===== src/rtl/bids22_bidder_agent.sv =====
// BIDS22 bidder-lane endpoint: host valid/ready request -> one bid/retract strobe -> ack/timeout -> done pulse.
// Define BIDDER_RETRY_EN to reissue on err=2'b01 or timeout up to MAX_RETRY times.
module bids22_bidder_agent #(
  parameter int ACK_TIMEOUT = 16,
  parameter int MAX_RETRY   = 2
) (
  input  logic        clk,
  input  logic        reset,
  input  logic        req_valid,
  output logic        req_ready,
  input  logic        req_retract,
  input  logic [15:0] req_amt,
  output logic        done,
  output logic [1:0]  last_err,
  output logic        timed_out,
  output logic [31:0] balance,
  output logic        won,
  output logic [7:0]  win_count,
  output logic [15:0] bidAmt,
  output logic        bid,
  output logic        retract,
  input  logic        ack,
  input  logic [1:0]  err,
  input  logic [31:0] bal_in,
  input  logic        win_in,
  input  logic        roundOver
);

`ifdef BIDDER_RETRY_EN
  localparam logic RETRY_EN = 1'b1;
`else
  localparam logic RETRY_EN = 1'b0;
`endif
  localparam logic [2:0] RETRY_LIM = 3'(MAX_RETRY);
  localparam logic [7:0] TMO_LOAD  = 8'(ACK_TIMEOUT);

  typedef enum logic [1:0] {S_IDLE, S_DRIVE, S_WAIT, S_DONE} state_e;

  state_e      state_q, state_d;
  logic [7:0]  tmo_q, tmo_d;
  logic [2:0]  att_q, att_d;
  logic        rtr_q, rtr_d;
  logic [15:0] amt_q, amt_d;
  logic [1:0]  err_q, err_d;
  logic        to_q, to_d;
  logic [31:0] bal_q, bal_d;
  logic        won_q, won_d;
  logic [7:0]  wins_q, wins_d;
  logic        can_retry;

  assign can_retry = RETRY_EN && (att_q < RETRY_LIM);

  always_comb begin
    state_d = state_q;
    tmo_d   = tmo_q;
    att_d   = att_q;
    rtr_d   = rtr_q;
    amt_d   = amt_q;
    err_d   = err_q;
    to_d    = to_q;
    bal_d   = bal_q;
    case (state_q)
      S_IDLE: if (req_valid) begin
        amt_d   = req_retract ? 16'h0000 : req_amt;
        rtr_d   = req_retract;
        att_d   = 3'd0;
        state_d = S_DRIVE;
      end
      S_DRIVE: begin
        tmo_d   = TMO_LOAD;
        state_d = S_WAIT;
      end
      S_WAIT: begin
        tmo_d = tmo_q - 8'd1;
        // An ack on the final count wins over the timeout.
        if (ack) begin
          if (err == 2'b01 && can_retry) begin
            att_d   = att_q + 3'd1;
            state_d = S_DRIVE;
          end else begin
            err_d   = err;
            bal_d   = bal_in;
            to_d    = 1'b0;
            state_d = S_DONE;
          end
        end else if (tmo_q <= 8'd1) begin
          if (can_retry) begin
            att_d   = att_q + 3'd1;
            state_d = S_DRIVE;
          end else begin
            to_d    = 1'b1;
            state_d = S_DONE;
          end
        end
      end
      default: state_d = S_IDLE;
    endcase
  end

  // Round result tracking runs regardless of the request FSM.
  always_comb begin
    won_d  = roundOver ? win_in : won_q;
    wins_d = wins_q;
    if (roundOver && win_in && wins_q != 8'hFF) wins_d = wins_q + 8'd1;
  end

  always_ff @(posedge clk) begin
    if (reset) begin
      state_q <= S_IDLE;
      tmo_q   <= '0;
      att_q   <= '0;
      rtr_q   <= 1'b0;
      amt_q   <= '0;
      err_q   <= '0;
      to_q    <= 1'b0;
      bal_q   <= '0;
      won_q   <= 1'b0;
      wins_q  <= '0;
    end else begin
      state_q <= state_d;
      tmo_q   <= tmo_d;
      att_q   <= att_d;
      rtr_q   <= rtr_d;
      amt_q   <= amt_d;
      err_q   <= err_d;
      to_q    <= to_d;
      bal_q   <= bal_d;
      won_q   <= won_d;
      wins_q  <= wins_d;
    end
  end

  assign req_ready = (state_q == S_IDLE);
  assign bid       = (state_q == S_DRIVE) && !rtr_q;
  assign retract   = (state_q == S_DRIVE) && rtr_q;
  assign done      = (state_q == S_DONE);
  assign bidAmt    = amt_q;
  assign last_err  = err_q;
  assign timed_out = to_q;
  assign balance   = bal_q;
  assign won       = won_q;
  assign win_count = wins_q;

endmodule


===== config.mk =====
export PLATFORM = sky130hd
export DESIGN_NAME = bids22_bidder_agent
export DESIGN_NICKNAME = d
export VERILOG_FILES = /design/src/rtl/bids22_bidder_agent.sv
export SDC_FILE = /design/constraint.sdc
export NUM_CORES = 1
export LEC_CHECK = 0
export ABC_AREA = 0
export CAP_MARGIN = 25
export CORE_UTILIZATION = 39
export CTS_CLUSTER_SIZE = 30
export DETAILED_ROUTE_END_ITERATION = 8
export GPL_TIMING_DRIVEN = 1
export PLACE_DENSITY = 0.77
export SYNTH_ARGS = -nofsm -noshare
export SYNTH_HDL_FRONTEND = slang
export SYNTH_SLANG_ARGS = --single-unit

===== constraint.sdc =====
create_clock -name clk -period 2.05 [get_ports clk]
set_input_delay 0.41 -clock clk [delete_from_list [all_inputs] [get_ports clk]]
set_output_delay 0.41 -clock clk [all_outputs]
set_load 0.01 [all_outputs]

### Cell placement

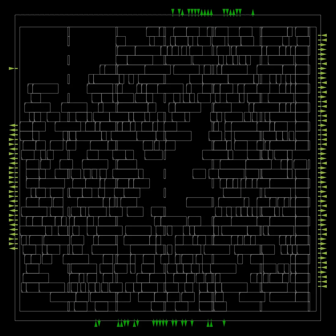
Core Area: 6940 µm²
sequential share of cell area: 32.7%
post-route insts no fill: 559
Flop Count: 71
Well Taps: 96

### Metal 3

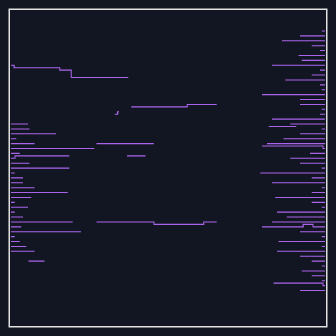
longest straight run: 22.8 µm
share of all routed wire: 9.7%
nets with wire on the layer: 86
wire length on this layer: 699 µm
main direction: horizontal

### Wire density map

18 x 18 tiles, from black (low) to pale yellow (high), scaled to the fullest tile. Values are wire area over tile area, all layers added.
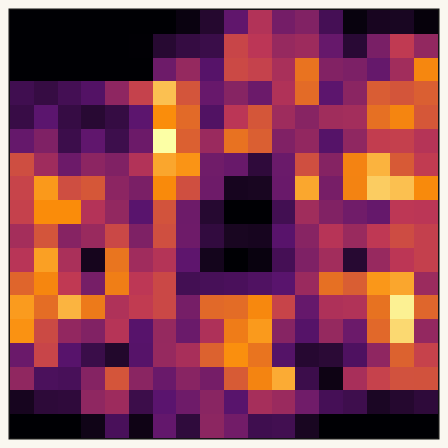
emptiest ninth of the die: top left
nearly empty tiles: 9.6%
fullest tile: 0.41
mean over tiles: 0.15
drt total wl: 7.21 mm
Tot GR Track Use: 19.1%
vias post-DR: 2685
mean routed wirelength per cell: 12.9 µm

### Sequential cells coloured by netlist name

Other sequential cells in the stronger grey, the rest of the logic in the fainter grey.
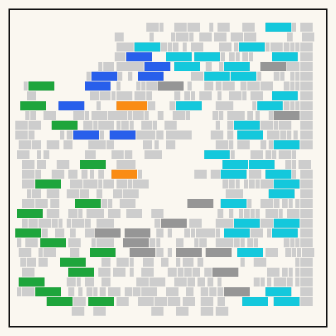
| colour | signal | placed flops |
|---|---|---|
| cyan | balance | 32 |
| blue | tmo_q | 8 |
| orange | state_q | 2 |
| green | bidAmt | 16 |
not coloured: 13
Final Core Density: 62.8%
sequential logic power: 1.74 mW
sequential cell area: 1430 µm²

==> CHANGELOG.md <==
## Flow update

* Dominant flop cell: dfxtp_1
* Clock Path Buffers at 2
* CTS hold repair buffers at 0
* Die height at 87.8 µm
* CP Capture Type: output port
* Clk root buf: clkbuf_8
* Tool warnings at 31
* Ys cells at 340
* Met2 WL at 3.45 mm
* Synth cell types at 38
* Worst path depth at 2
* Ys flops at 71
* Fp util at 41.3%
* Syn nets at 405
* Resize count post-CTS at 3
* Dominant comb cell: simple AND/OR/NAND/NOR gates
* Static Leakage at 1.60 nW
* RR Startpoint: tmo_q[0]$_SDFFE_PP0P_
* CP arrival at 1460 ps
* Vias in the first global route at 2583
* Sequential power share at 41.9%
* Antenna cells at 0
* Cycle use final at 91.3%
* Post-CTS setup buffer count at 0
* P_int at 2.79 mW
* Max-capacitance violation count at 0
* CP max FO at 4
* Max H-tree Level at 3
* Status: completed
* Final max-slew violation count at 0
* CTS tree: yes
* Cell Chain, Critical Path: ha_1 > clkdlybuf4s50_1
* Worst vdd ir at 434 µV
* Xor/xnor share at 2.44%
* Synth warnings at 0
* Required time of the critical path at 1640 ps
* Sw Ratio at 33.0%
* Reg2reg end: state_q[0]$_SDFFE_PP0P_
* Sw power at 1.37 mW
* Grt total ovfl at 0
* Slew @ Worst Pin at 448 ps
* Slew headroom at 70.1%
* HP Class: flip-flop to flip-flop
* Final min period at 1870 ps
* Global-route wire length before repair at 11.5 mm
* GRT busiest layer: met2
* Synth area leader: dfxtp_1
* Met1 wire length at 3.04 mm
* Setup TNS at 0 ps
* Largest net degree at the start of global routing at 36
* # setup viols final at 0
* CP max stage cell: clkdlybuf4s50_1
* Cell Area, Synth at 2870 µm²
* Crit path launch: state_q[0]$_SDFFE_PP0P_
* Max-area cell share at 49.5%
* Critical Path Sink: done
* Final Hold Fails at 0
* Die area at 7700 µm²
* FF-to-FF path depth at 6
* Die X at 87.8 µm
* Drt drc at 0
* RD Place Congestion at 0.764
* Fa+ha+maj area frac at 3.49%
* Most frequent cells in the layout: 116 x clkdlybuf4s50_1, 77 x nand2_1, 70 x dfxtp_1
* Crit start category: flip-flop
* Row cnt at 30
* Synth Instances at 340
* Yosys simple share at 27.4%
* Design area at 4360 µm²
* Crit-path leading delay family: buffers and inverters
* Clk_lat worst skew at 330 ps
* Kind of critical path: flip-flop to output port
* Register share after synthesis at 49.5%
* Comb power frac at 33.9%
* Synth Area per Inst at 8.44 µm²
* Port bufs at 120
* Commonest Layout Cell: clkdlybuf4s50_1
* Compound Share, Synth at 12.2%
* Most frequent cell after synthesis: nand2_1
* R2r setup slk at 390 ps
* Ports at 121
* Clk slew on worst S/H paths at 70 ps
* RSZ-0062 raised after global routing: false
* Fill cells at 604
* Clock share of power at 24.2%
per-stage QoR:
step                hold slack, ps  cells  worst slack (ps)  power (mW)
floorplan                      445    340               513        2.62
global placement               442    543               138        3.14
detailed placement             445    543               104        3.19
CTS                            456    559              14.7        4.20
global route                   475    559              84.8        4.44
finish                         454    559               179        4.16
cell type report:
cell class,count,area share [%]
multi-input combinational,243,30.8
inverter,6,0.516
sequential,71,32.7
clock inverter,5,0.746
clock buffer,11,3.47
tap,96,2.75
timing repair buffer,127,29.0
how the worst min path moves through the flow:
stage                               endpoint  depth (start not counted)  slack [ps]                     start
floorplan                 rtr_q$_SDFFE_PP0P_                          2         450        rtr_q$_SDFFE_PP0P_
global placement     balance[4]$_SDFFE_PP0P_                          2         440   balance[4]$_SDFFE_PP0P_
detailed placement   balance[6]$_SDFFE_PP0P_                          2         450   balance[6]$_SDFFE_PP0P_
CTS                  balance[6]$_SDFFE_PP0P_                          2         460   balance[6]$_SDFFE_PP0P_
global route        balance[18]$_SDFFE_PP0P_                          2         480  balance[18]$_SDFFE_PP0P_
finish              balance[22]$_SDFFE_PP0P_                          2         450  balance[22]$_SDFFE_PP0P_
power by group through the flow:
| stage | registers [mW] | clock network (mW) | logic, mW |
|---|---|---|---|
| final | 1.74 | 1.01 | 1.41 |
| after global routing | 1.77 | 1.11 | 1.56 |
| after floorplan | 1.80 | 0 | 0.822 |
| after global placement | 1.76 | 0 | 1.39 |
| after detailed placement | 1.77 | 0 | 1.42 |
| after CTS | 1.74 | 1.04 | 1.43 |
registers in the layout, summed over array words and instances (netlist names):
name       flops
balance       32
bidAmt        16
tmo_q          8
win_count      8
last_err       2
state_q        2
rtr_q          1
timed_out      1
won            1
No activity file was given, so power comes from the tool's default toggle rates.
